--- src/rtl/fp_addsub_result_fifo.sv ---
// Result FIFO for the single-precision add/sub datapath: buffers {result, flags}.
// Optional sticky-flag accumulation is enabled by defining FPADDSUB_STICKY_FLAGS_EN.
module fp_addsub_result_fifo #(
    parameter int DEPTH = 4,
    parameter int AW    = 2
) (
    input  logic          clk,
    input  logic          rst,
    input  logic          in_valid,
    input  logic [31:0]   in_result,
    input  logic [4:0]    in_flags,
    output logic          in_ready,
    output logic          out_valid,
    input  logic          out_ready,
    output logic [31:0]   out_result,
    output logic [4:0]    out_flags,
    output logic [AW:0]   count,
    input  logic          clr_sticky,
    output logic [4:0]    flags_sticky,
    output logic          overflow_err
);

    localparam logic [AW:0] LP_FULL = DEPTH[AW:0];

    logic [36:0]   r_mem [DEPTH];
    logic [AW-1:0] r_wp;
    logic [AW-1:0] r_rp;
    logic [AW:0]   r_count;
    logic          r_ovf;
    logic          w_push;
    logic          w_pop;
    logic          w_in_ready;
    logic          w_out_valid;
    logic [36:0]   w_head;

    // Readiness comes only from registered occupancy, so a full FIFO never
    // accepts a push even when the consumer pops in the same cycle.
    assign w_in_ready  = (r_count != LP_FULL);
    assign w_out_valid = (r_count != '0);
    assign w_push      = in_valid & w_in_ready;
    assign w_pop       = w_out_valid & out_ready;
    assign w_head      = r_mem[r_rp];

    assign in_ready     = w_in_ready;
    assign out_valid    = w_out_valid;
    assign out_result   = w_head[36:5];
    assign out_flags    = w_head[4:0];
    assign count        = r_count;
    assign overflow_err = r_ovf;

    // Storage array: written at the tail on push, cleared on reset.
    always_ff @(posedge clk or negedge rst) begin
        if (!rst) begin
            for (int i = 0; i < DEPTH; i++) begin
                r_mem[i] <= '0;
            end
        end else if (w_push) begin
            r_mem[r_wp] <= {in_result, in_flags};
        end
    end

    // Pointers wrap naturally modulo DEPTH; occupancy tracks push/pop balance.
    always_ff @(posedge clk or negedge rst) begin
        if (!rst) begin
            r_wp    <= '0;
            r_rp    <= '0;
            r_count <= '0;
        end else begin
            if (w_push) begin
                r_wp <= r_wp + AW'(1);
            end
            if (w_pop) begin
                r_rp <= r_rp + AW'(1);
            end
            if (w_push && !w_pop) begin
                r_count <= r_count + (AW+1)'(1);
            end else if (!w_push && w_pop) begin
                r_count <= r_count - (AW+1)'(1);
            end
        end
    end

    // Overflow is sticky until reset: any valid input seen while full.
    always_ff @(posedge clk or negedge rst) begin
        if (!rst) begin
            r_ovf <= 1'b0;
        end else if (in_valid && !w_in_ready) begin
            r_ovf <= 1'b1;
        end
    end

`ifdef FPADDSUB_STICKY_FLAGS_EN
    logic [4:0] r_sticky;

    // Clear takes priority, then the same-cycle push accumulates on top.
    always_ff @(posedge clk or negedge rst) begin
        if (!rst) begin
            r_sticky <= '0;
        end else if (clr_sticky) begin
            r_sticky <= w_push ? in_flags : 5'b0;
        end else if (w_push) begin
            r_sticky <= r_sticky | in_flags;
        end
    end

    assign flags_sticky = r_sticky;
`else
    // Feature disabled: constant zero; clr_sticky has no effect.
    assign flags_sticky = 5'b0 & {5{clr_sticky}};
`endif

endmodule

--- config.mk ---
export PLATFORM = sky130hd
export DESIGN_NAME = fp_addsub_result_fifo
export DESIGN_NICKNAME = d
export VERILOG_FILES = /design/src/rtl/fp_addsub_result_fifo.sv
export SDC_FILE = /design/constraint.sdc
export NUM_CORES = 1
export LEC_CHECK = 0
export CORE_ASPECT_RATIO = 1.5
export CORE_MARGIN = 3
export CORE_UTILIZATION = 30
export CTS_BUF_LIST = sky130_fd_sc_hd__clkbuf_8
export DETAILED_ROUTE_END_ITERATION = 7
export RECOVER_POWER = 25
export SLEW_MARGIN = 10
export SYNTH_ARGS = -nofsm -noshare
export SYNTH_HDL_FRONTEND = slang
export SYNTH_SLANG_ARGS = --single-unit
--- constraint.sdc ---
create_clock -name clk -period 2 [get_ports clk]
set_input_delay 0.4 -clock clk [delete_from_list [all_inputs] [get_ports clk]]
set_output_delay 0.4 -clock clk [all_outputs]
set_load 0.05 [all_outputs]
**Where the registers sit**

Other sequential cells in the stronger gray, the rest of the logic in the fainter gray.
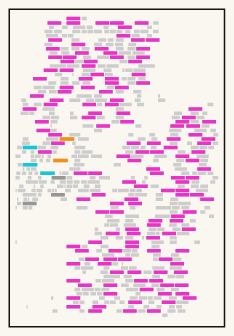
| color | signal | sequential cells |
|---|---|---|
| orange | r_rp | 2 |
| cyan | count | 3 |
| magenta | r_mem | 148 |
not colored: 3

**Routed metal per tile**

27 x 40 tiles, from black (low) to pale yellow (high), scaled to the fullest tile. Values are wire area over tile area, all layers added.
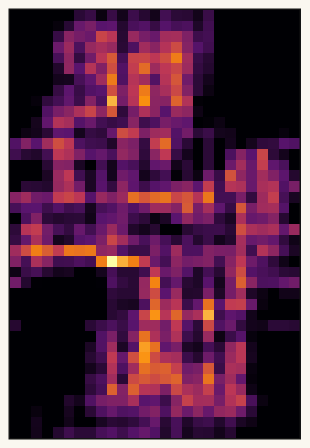
nearly empty tiles: 29%
mean over tiles: 0.10
emptiest ninth of the die: top right
fullest tile: 0.50
tiles over half the peak: 9.0%
number of vias after detailed routing: 3,954
wire length reported by the detailed router: 17,360 µm

**Cell outlines without signal wires**

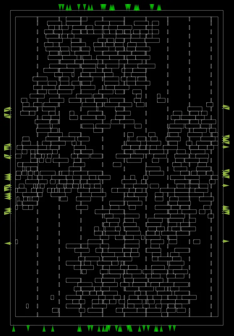
Flop Count: 156
placeable core area: 24,520 µm²
filler-free cell count of the finished design: 862
tapcells inserted: 324
tally of filler cells in the layout: 2,298

==> notes.org <==
#+TITLE: Implementation results

** Global route
- Total global routing overflow :: 0
- Pin count of the biggest net entering global routing :: 45
- The via count of the first global-routing pass came to 4,633.

** Yosys
- Share of synthesized area occupied by flip-flops and latches :: 51.90%
- dfrtp_1 takes more of the synthesized area than any other cell.
- Mean post-synth cell area :: 18.71 µm²
- The main area contributors are dfrtp_1, mux2_4, mux4_2.
- Synthesis Warnings :: 0
- Counting flops with a built-in enable in the synthesized netlist gives 0.
- Yosys reported a register bit count of 156.

** Worst setup path
- Grouping stages by cell kind, the critical path spends the most delay in multiplexers.
- Cell repeated most along the worst path :: buf_6
- The timing report gives the worst reg2reg path a setup slack of 0 ps.
- Cell at the slowest stage of the critical path :: mux4_2
- The critical path starts at r_rp[0].
- Chain of cells forming the critical path :: buf_6 > buf_12 > mux4_2 > buf_6

** Final timing
- For this run, the final setup violation count is recorded as 37.
- The final timing report derives a shortest allowable period of 2263 ps.
- Slew headroom :: 20.71%
- Max Slew Vio Count :: 0
- The final timing report lists clock skew as 14.17 ps.
- Crit share post-route :: 113.2%
- Across all setup checks in the final design, the least slack found is -263.4 ps.
- Final Hold Violation Tally :: 0
- Unrepaired setup endpoints after global routing :: true

** Clock tree
- CTS reports a maximum clock tree buffer depth of 2.
- TritonCTS reports the number of clock sinks as 156.
- The H-tree generated during clock tree synthesis spans 4 levels.
- Register clock-pin slew on the reported worst setup and hold paths :: 90 ps

** Placed design
- HPWL Detailed :: 10,940 µm
- Once placement completed, the tool counted placed cells totaling 813.

** Floorplanning
- Initial core utilization :: 30.67%
- The die covers 27,050 µm².
- Die Wd :: 135.3 µm
- Vertical die dimension :: 199.9 µm
- Total I/O pin count :: 90

** Drt
- Wirelength per Cell :: 20.14 µm
- The routed layout reports a DRC error count of 0.
- Per-cell via count in the routed design :: 4.587
- The first TritonRoute pass finished after 4 iterations.

** Run status
- The checks that failed: setup timing.
- The flow ran to the end, but the final reports show violations.

** Run
- OpenROAD emitted warnings numbering 33.
- MaxCap Viol Count :: 0

** Cells and area
- Fraction of final layout cells with drive strength greater than 1 :: 58.69%

** Hold path
- STA reports the tightest min-delay check as being of type reg -> reg.
placed cells by master, fill, tap and decap left out, types with 5 or more instances in the layout:
cell type / n
mux2_2: 28
mux4_2: 37
dfrtp_2: 5
buf_4: 18
inv_1: 6
clkbuf_8: 19
clkdlybuf4s50_1: 39
buf_6: 40
mux2_4: 121
dfrtp_1: 151
buf_12: 15
conb_1: 5
path summary, 6_finish.rpt:
| check | endpoint | cells after the start |
|---|---|---|
| hold reg to reg | overflow_err | 1 |
| max in group asynchronous | r_mem[59] | 3 |
| min in group asynchronous | r_mem[44] | 2 |
| hold / removal | overflow_err | 1 |
| setup / recovery | out_result[26] | 4 |
| setup reg to reg | count[1] | 6 |
synthesized netlist by cell type, drive strengths merged, types with 2 or more instances:
master,count
clkbuf,2
ha,5
buf,28
xor2,2
mux4,37
mux2,149
dfrtp,156
and3,4
inv,4
nand3,2
xnor2,4
layer usage:
layer | up-vias | track usage [%] | share of wire, %
li1 | 1712 | - | -
met1 | 2141 | 16.48 | 41
met2 | 77 | 22.77 | 53
met4 | 4 | 5.379 | 1.9
met5 | - | 0 | 0.21
met3 | 20 | 3.485 | 3.5
cell families (layout without fill, tap and decap cells):
kind of cell             after synthesis  in the layout  synth area share (%)
other                                  1              8               0.04986
AND/OR/NAND/NOR                       11             11                 1.148
AND-OR/OR-AND                          2              2                0.1663
adder cells (fa/ha/maj)                6              6                 1.098
buffers and inverters                 34            163                 5.556
multiplexers                         186            186                 39.38
flip-flops                           156            156                 51.90
XOR/XNOR                               6              6                0.6987
layout make-up:
type                       instances  area [µm²]  share of cell area [%]
antenna                            3       7.507                 0.07904
timing repair buffer             127        1499                   15.78
multi-input combinational        216        3248                   34.20
tap                              324       405.4                   4.268
clock buffer                      19       261.5                   2.753
clock inverter                    13       151.4                   1.594
inverter                           4       15.01                  0.1581
sequential                       156        3910                   41.17
metrics by stage:
step	utilization [%]	TNS [ps]	hold WS [ps]	area, µm²	setup slack, ps
after floorplan	-	-453.3	104.4	7571	-227.7
after global placement	35.66	-206.8	358.1	8746	-145.0
after detailed placement	35.66	-253.8	372.4	8746	-177.4
after CTS	38.64	-10840	438.0	9477	-333.6
after global routing	38.72	-12960	500.8	9495	-352.8
final	38.73	-8903	480.6	9498	-263.4
flip-flops by register name, indices dropped and copies added (netlist names):
name and flops:
count 3, overflow_err 1, r_mem 148, r_rp 2
r_wp 2
what timing repair did:
| action | CTS | global route |
|---|---|---|
| gates cloned | 3 | 1 |
| pin swaps | 3 | 8 |
| endpoints found under the setup margin | 44 | 43 |
| hold buffers | 1 | 0 |
| buffers inserted | 8 | 2 |
| endpoints found under the hold margin | 39 | 0 |
| gates resized | 55 | 2 |
